`src/rtl/port_pkg.sv`:
```
// Shared state encodings and frame constants for the port serial link.
package port_pkg;

   localparam int unsigned DATA_BITS  = 8;
   localparam int unsigned FRAME_BITS = DATA_BITS + 2;

   typedef enum logic [1:0] {TxIdle, TxStart, TxData, TxStop} tx_state_e;
   typedef enum logic [1:0] {RxIdle, RxStart, RxData, RxStop} rx_state_e;

endpackage

```
`src/rtl/port_rx.sv`:
```
// Serial-to-parallel receiver; samples mid-bit and drops frames with a bad stop bit.
module port_rx
   import port_pkg::*;
#(
   parameter int unsigned CLKS_PER_BIT = 1
) (
   input  logic       i_clk,
   input  logic       i_reset,
   input  logic       i_rx,
   output logic       o_rec_complete,
   output logic [7:0] o_dout
);

   localparam int unsigned     CntW    = (CLKS_PER_BIT > 1) ? $clog2(CLKS_PER_BIT) : 1;
   localparam int unsigned     Half    = CLKS_PER_BIT / 2;
   localparam logic [CntW-1:0] CntLast = CntW'(CLKS_PER_BIT - 1);
   localparam logic [CntW-1:0] CntHalf = CntW'((Half > 0) ? Half - 1 : 0);
   localparam logic [2:0]      BitLast = 3'(DATA_BITS - 1);

   rx_state_e       r_state, w_state_nxt;
   logic [CntW-1:0] r_cnt, w_cnt_nxt;
   logic [2:0]      r_bit, w_bit_nxt;
   logic [7:0]      r_shift, w_shift_nxt;
   logic [7:0]      r_dout, w_dout_nxt;
   logic            r_done, w_done_nxt;
   logic            w_bit_end;

   assign w_bit_end = (r_cnt == CntLast);

   always_comb begin
      w_state_nxt = r_state;
      w_cnt_nxt   = r_cnt;
      w_bit_nxt   = r_bit;
      w_shift_nxt = r_shift;
      w_dout_nxt  = r_dout;
      w_done_nxt  = 1'b0;
      unique case (r_state)
         RxIdle: begin
            if (!i_rx) begin
               w_cnt_nxt   = '0;
               w_bit_nxt   = '0;
               // With one clock per bit the mid-point is the edge that saw the start bit.
               w_state_nxt = (Half == 0) ? RxData : RxStart;
            end
         end
         RxStart: begin
            if (r_cnt == CntHalf) begin
               w_cnt_nxt   = '0;
               w_state_nxt = i_rx ? RxIdle : RxData;
            end else begin
               w_cnt_nxt = r_cnt + 1'b1;
            end
         end
         RxData: begin
            w_cnt_nxt = w_bit_end ? '0 : r_cnt + 1'b1;
            if (w_bit_end) begin
               w_shift_nxt = {i_rx, r_shift[7:1]};
               if (r_bit == BitLast) begin
                  w_state_nxt = RxStop;
               end else begin
                  w_bit_nxt = r_bit + 1'b1;
               end
            end
         end
         RxStop: begin
            w_cnt_nxt = w_bit_end ? '0 : r_cnt + 1'b1;
            if (w_bit_end) begin
               w_state_nxt = RxIdle;
               if (i_rx) begin
                  w_dout_nxt = r_shift;
                  w_done_nxt = 1'b1;
               end
            end
         end
         default: w_state_nxt = RxIdle;
      endcase
   end

   always_ff @(posedge i_clk) begin
      if (i_reset) begin
         r_state <= RxIdle;
         r_cnt   <= '0;
         r_bit   <= '0;
         r_shift <= '0;
         r_dout  <= '0;
         r_done  <= 1'b0;
      end else begin
         r_state <= w_state_nxt;
         r_cnt   <= w_cnt_nxt;
         r_bit   <= w_bit_nxt;
         r_shift <= w_shift_nxt;
         r_dout  <= w_dout_nxt;
         r_done  <= w_done_nxt;
      end
   end

   assign o_rec_complete = r_done;
   assign o_dout         = r_dout;

endmodule

```
`src/rtl/port_tx.sv`:
```
// Parallel-to-serial transmitter: start bit, 8 data bits LSB first, stop bit.
module port_tx
   import port_pkg::*;
#(
   parameter int unsigned CLKS_PER_BIT = 1
) (
   input  logic       i_clk,
   input  logic       i_reset,
   input  logic       i_tr_start,
   input  logic [7:0] i_din,
   output logic       o_tr_free,
   output logic       o_tx
);

   localparam int unsigned     CntW    = (CLKS_PER_BIT > 1) ? $clog2(CLKS_PER_BIT) : 1;
   localparam logic [CntW-1:0] CntLast = CntW'(CLKS_PER_BIT - 1);
   localparam logic [2:0]      BitLast = 3'(DATA_BITS - 1);

   tx_state_e       r_state, w_state_nxt;
   logic [CntW-1:0] r_cnt, w_cnt_nxt;
   logic [2:0]      r_bit, w_bit_nxt;
   logic [7:0]      r_shift, w_shift_nxt;
   logic            r_tx, w_tx_nxt;
   logic            r_free, w_free_nxt;
   logic            w_bit_end;

   assign w_bit_end = (r_cnt == CntLast);

   always_comb begin
      w_state_nxt = r_state;
      w_cnt_nxt   = r_cnt;
      w_bit_nxt   = r_bit;
      w_shift_nxt = r_shift;
      w_tx_nxt    = r_tx;
      w_free_nxt  = r_free;
      if (r_state != TxIdle) begin
         w_cnt_nxt = w_bit_end ? '0 : r_cnt + 1'b1;
      end
      unique case (r_state)
         TxIdle: begin
            if (i_tr_start) begin
               w_state_nxt = TxStart;
               w_shift_nxt = i_din;
               w_tx_nxt    = 1'b0;
               w_free_nxt  = 1'b0;
               w_cnt_nxt   = '0;
            end
         end
         TxStart: begin
            if (w_bit_end) begin
               w_state_nxt = TxData;
               w_tx_nxt    = r_shift[0];
               w_shift_nxt = r_shift >> 1;
               w_bit_nxt   = '0;
            end
         end
         TxData: begin
            if (w_bit_end) begin
               if (r_bit == BitLast) begin
                  w_state_nxt = TxStop;
                  w_tx_nxt    = 1'b1;
               end else begin
                  w_tx_nxt    = r_shift[0];
                  w_shift_nxt = r_shift >> 1;
                  w_bit_nxt   = r_bit + 1'b1;
               end
            end
         end
         TxStop: begin
            if (w_bit_end) begin
               w_state_nxt = TxIdle;
               w_free_nxt  = 1'b1;
            end
         end
         default: w_state_nxt = TxIdle;
      endcase
   end

   always_ff @(posedge i_clk) begin
      if (i_reset) begin
         r_state <= TxIdle;
         r_cnt   <= '0;
         r_bit   <= '0;
         r_shift <= '0;
         r_tx    <= 1'b1;
         r_free  <= 1'b1;
      end else begin
         r_state <= w_state_nxt;
         r_cnt   <= w_cnt_nxt;
         r_bit   <= w_bit_nxt;
         r_shift <= w_shift_nxt;
         r_tx    <= w_tx_nxt;
         r_free  <= w_free_nxt;
      end
   end

   assign o_tx      = r_tx;
   assign o_tr_free = r_free;

endmodule

```
`src/rtl/port.sv`:
```
// Full-duplex serial port: independent transmitter and receiver on one clock.
module port
   import port_pkg::*;
#(
   parameter int unsigned CLKS_PER_BIT = 1
) (
   input  logic       clk,
   input  logic       reset,
   input  logic       tr_start,
   input  logic [7:0] din,
   output logic       tr_free,
   output logic       tx,
   input  logic       rx,
   output logic       rec_complete,
   output logic [7:0] dout
);

   port_tx #(
      .CLKS_PER_BIT(CLKS_PER_BIT)
   ) u_tx (
      .i_clk     (clk),
      .i_reset   (reset),
      .i_tr_start(tr_start),
      .i_din     (din),
      .o_tr_free (tr_free),
      .o_tx      (tx)
   );

   port_rx #(
      .CLKS_PER_BIT(CLKS_PER_BIT)
   ) u_rx (
      .i_clk         (clk),
      .i_reset       (reset),
      .i_rx          (rx),
      .o_rec_complete(rec_complete),
      .o_dout        (dout)
   );

endmodule

```
`config.mk`:
```
export PLATFORM = sky130hd
export DESIGN_NAME = port
export DESIGN_NICKNAME = d
export VERILOG_FILES = /design/src/rtl/port_pkg.sv /design/src/rtl/port_rx.sv /design/src/rtl/port_tx.sv /design/src/rtl/port.sv
export SDC_FILE = /design/constraint.sdc
export NUM_CORES = 1
export LEC_CHECK = 0
export CAP_MARGIN = 5
export CORE_MARGIN = 2
export CORE_UTILIZATION = 49
export CTS_CLUSTER_DIAMETER = 120
export DETAILED_ROUTE_END_ITERATION = 8
export GPL_TIMING_DRIVEN = 0
export PLACE_DENSITY = 0.75
export SLEW_MARGIN = 30
export SYNTH_ARGS = -nofsm -noshare
export SYNTH_HDL_FRONTEND = slang
export SYNTH_SLANG_ARGS = --single-unit
```
`constraint.sdc`:
```
create_clock -name clk -period 2 [get_ports clk]
set_clock_uncertainty 0.05 [all_clocks]
set_input_delay 0.2 -clock clk [delete_from_list [all_inputs] [get_ports clk]]
set_output_delay 0.2 -clock clk [all_outputs]
set_load 0.01 [all_outputs]
```
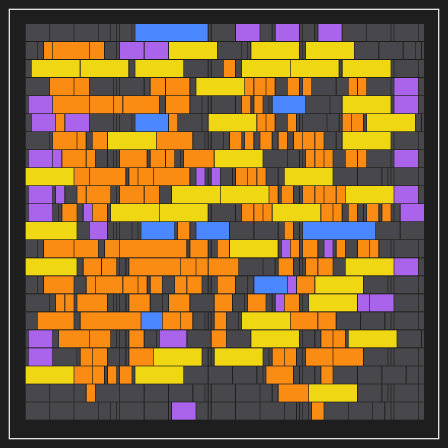
Run 1: placement by cell class
Fill, decap, tap and diode cells in grey.
[flops] yellow | cells: 38 | share of their area: 35%
[clock drivers and dummy loads] blue | cells: 8 | share of their area: 6.3%
[combinational and other logic] orange | cells: 148 | share of their area: 46%
[other buffers and delay cells] purple | cells: 33 | share of their area: 12%

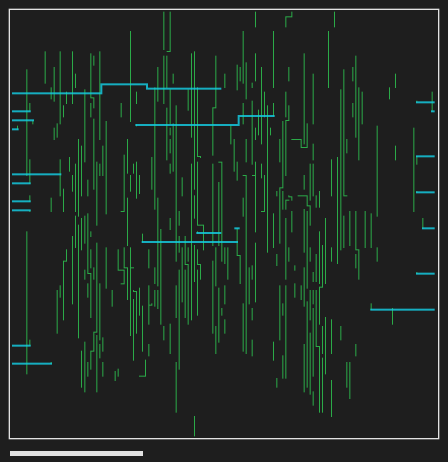
Run 1: routed metal, one colour a layer
Scale bar: 20 um. Two of the layers only.
[metal 2] green | wire length: 1,610 um
[metal 3] cyan | wire length: 124 um
vias: 1,400
final WL: 3.34 mm
GRT Total Usage: 17.2%

==> deck_impl_summary.md, run 1 <==
Synthesis and Place & Route Summary

Logic synthesis
  • Top cells, area: dfxtp_1 42%, nand2_1 7.3%, ha_1 7.0%
  • Post-Syn Instances: 198
  • Synth Flop Type: dfxtp_1
  • Netlist cell types: 36
  • Synth flops: 38

GRT
  • GRT busiest layer: met2
  • Total congestion overflow: 0
  • Routing usage on met3: under 10%
  • Largest net degree at the start of global routing: 14
  • Initial antenna violation count: 0

Timing
  • Fmax: slightly above 0.5 GHz
  • Final period utilization: roughly 100%
  • Period minus WS final: 1950 ps
  • Hold Slack: around 360 ps
  • RSZ-0062 raised after global routing: false

Drt
  • 1st-pass router iterations: 4
  • Antenna Nets Post-Route: 0
  • DRT iter0 DRCs: around 55
  • Met2 Wirelength: 1.61 mm

Status
  • Status: finished clean

Place
  • Placement Setup Slack: -93.1 ps
  • Hpwl dp: 2.29 mm
  • Post-placement cell area: 2070 um^2

CTS
  • CTS tree: done
  • Clk buf depth: 2
  • Max H-tree Level: 2
  • Post-cts sizing count: 3

Setup path
  • Worst r2r dst: u_tx.r_shift[5]$_SDFFE_PP0P_
  • Setup slack, reg-to-reg: 50 ps
  • Required @ worst endpoint: 2130 ps
  • Startpoint types: flop

Min path
  • Worst min-delay path startpoint: reset

Job
  • Max Cap Violations: 0

Floorplan
  • Core region area: between 3000 and 4000 um^2
  • Fp util: between 40% and 50%

Power
  • Leak: 0.854 nW

Final layout
  • Fin cells: ~280
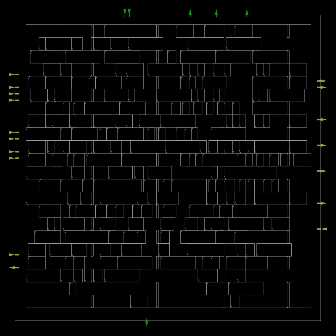
Run 1: placed standard cells
registers: 38
sequential cell area share: 34.1%
Fillers: 301
FP Rows: 22
Layout Utilization: 62.1%

==> run 1: stage by stage <==
step                      setup TNS [ps]  power (W)
final                                  0    0.00252
after global routing                   0    0.00266
after CTS                              0    0.00253
after detailed placement            -602    0.00170
after global placement              -398    0.00169
after floorplan                        0    0.00154
==> run 1: synthesized netlist by cell type (2+ instances only) <==
library cell,instances
a21oi_1,24
inv_1,3
clkbuf_1,9
mux2_4,6
o21ai_0,5
mux2i_1,9
or3_1,2
nand4bb_1,2
a211oi_1,2
nand3_1,3
o211ai_1,3
ha_1,10
nand2_1,35
nor2b_1,11
mux2_2,2
nand2b_1,6
dfxtp_1,38
nor2_1,10
==> run 1: critical path, cell delays in order (launching register included) <==
cell and delay [ps]:
dfxtp_2 320, buf_4 150, ha_4 160, o21a_1 170, buf_6 140, a2111o_4 540, mux2_4 320
==> run 1: layout make-up <==
cell class	instances	area, um^2	share of cell area, %
tap	48	60.1	2.68
clock buffer	5	68.8	3.07
buffer	11	50.0	2.23
clock inverter	3	68.8	3.07
sequential	38	763	34.1
inverter	3	11.3	0.503
multi-input combinational	145	1000	44.7
timing repair buffer	22	218	9.72
==> run 1: where the power goes <==
part / internal [W] / switching (W) / leakage, nW / total [W]
clock: 0.000500 / 0.000293 / 0.0683 / 0.000793
combinational: 0.000426 / 0.000389 / 0.476 / 0.000814
sequential: 0.000860 / 0.0000571 / 0.310 / 0.000917
total: 0.00179 / 0.000738 / 0.854 / 0.00252
==> run 1: cell families after synthesis <==
kind of cell               share of synthesized area (%)
adders and majority gates                           6.95
and+or+nand+nor                                     21.2
AOI/OAI and AO/OA                                   14.7
buffers and inverters                               3.62
muxes                                               11.3
DFF                                                 42.3
==> inputs of run 2 (changes only) <==
--- a/config.mk
+++ b/config.mk
@@ -5,7 +5,7 @@
 export SDC_FILE = /design/constraint.sdc
 export NUM_CORES = 1
 export LEC_CHECK = 0
-export CAP_MARGIN = 5
+export CAP_MARGIN = 30
 export CORE_MARGIN = 2
 export CORE_UTILIZATION = 49
 export CTS_CLUSTER_DIAMETER = 120
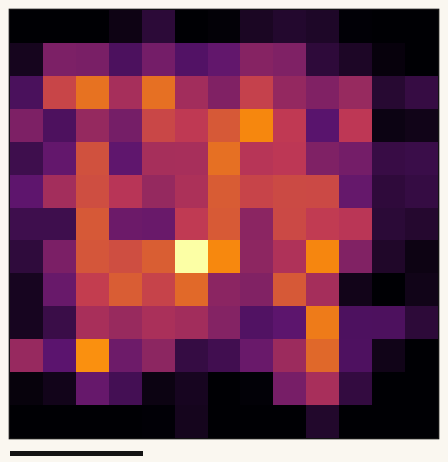
Run 2: signal metal coverage by tile
Scale bar: 20 um. The die is cut into 13 by 13 equal tiles; black is low, pale yellow is high, scaled to the fullest tile. Values are wire area over tile area, all layers added.
tiles over half the peak: 21%
fullest tile: 0.43
nearly empty tiles: 17%
mean over tiles: 0.13
densest ninth of the die: centre
emptiest ninth of the die: north-east

==> run 2 against run 1 <==
Hold slack is the same. Power is the same. Sequential power is essentially flat. Critical path depth is the same. Die size is the same. Fmax is the same. Area after synthesis is the same. Setup slack is the same. Final area is the same. Critical endpoint unchanged. Largest power group unchanged.
==> deck_impl_summary.md, run 2 <==
Synthesis and Place & Route Summary

Power
  • Leak: 0.854 nW

Final layout
  • Logic area: between 1000 and 1500 um^2
  • Largest cell class: logic gates
  • Bufs w/o clock: 33
  • # clk buffers: 5
  • Fillers: 301
  • Buffer share of cell area: 11.9%
  • Sequential cell area share: 34.1%
  • Registers: 38

GRT
  • Largest net degree at the start of global routing: 14
  • Initial antenna violation count: 0
  • GRT Total Usage: between 10% and 20%

Drt
  • DRT iter0 DRCs: 55
  • Final WL: 3.34 mm
  • 1st-pass router iterations: 4
  • Antenna Nets Post-Route: 0

Timing
  • Final period utilization: 97.5%
  • RSZ-0062 raised after global routing: false

Place
  • Hpwl dp: 2.29 mm

Logic synthesis
  • Count leader, synth: dfxtp_1
  • Synth Flop Type: dfxtp_1
  • Yosys adder share: 6.95%
  • Dominant kind of combinational cell: simple AND/OR/NAND/NOR gates
  • Basic Gates by Area: 21.2%
  • Top cells, area: dfxtp_1 42%, nand2_1 7.3%, ha_1 7.0%
  • Netlist cell types: 36

Floorplan
  • Fp util: 49.9%
  • FP Rows: 22

CTS
  • CTS tree: done

Setup path
  • Required @ worst endpoint: 2130 ps

Status
  • Status: finished clean
-- run 2: cell counts after synthesis --
Identical to the previous run, type by type.
-- run 2: stage by stage --
step	power (W)	util [%]	area, um^2	TNS [ps]	worst slack [ps]
finish	0.00252	62.1	2240	0	50.3
global placement	0.00169	57.4	2070	-398	-67.0
global route	0.00266	62.1	2240	0	13.8
CTS	0.00253	61.8	2230	0	1.39
floorplan	0.00154	-	1800	0	37.2
detailed placement	0.00170	57.4	2070	-602	-93.1
-- run 2: final timing paths --
| kind | start | to | slack, ps |
|---|---|---|---|
| min | reset | u_tx.r_shift[1]$_SDFFE_PP0P_ | 360 |
| max reg2reg | u_tx.r_state[1]$_SDFFE_PP0P_ | u_tx.r_shift[5]$_SDFFE_PP0P_ | 50 |
| max | u_tx.r_state[1]$_SDFFE_PP0P_ | u_tx.r_shift[5]$_SDFFE_PP0P_ | 50 |
| min reg2reg | u_rx.o_dout[7]$_SDFFE_PP0P_ | u_rx.o_dout[7]$_SDFFE_PP0P_ | 410 |
-- run 2: what timing repair did --
item	CTS	global route
buffers inserted	1	0
resized	3	4
setup endpoints to repair	7	7
pin swaps	1	1
-- run 2: metal layers --
layer  track usage (%)  routed length [um]  share of wire (%)  vias to the layer above
met5                 0                   0                  0                        -
met3              3.99                 123                3.7                        4
met4              7.18                  37                1.1                        0
li1                  -                   -                  -                      735
met2              30.7                1610                 48                       22
met1              19.7                1570                 47                      639
-- run 2: critical path: stages (launching register included) --
cell and delay, ps:
dfxtp_2 320, buf_4 150, ha_4 160, o21a_1 170
buf_6 140, a2111o_4 540, mux2_4 320
-- run 2: where the power goes --
group	internal, W	switching (W)
clock network	0.000500	0.000293
registers	0.000860	0.0000571
logic	0.000426	0.000389
Power is estimated from default activity; no workload was simulated.
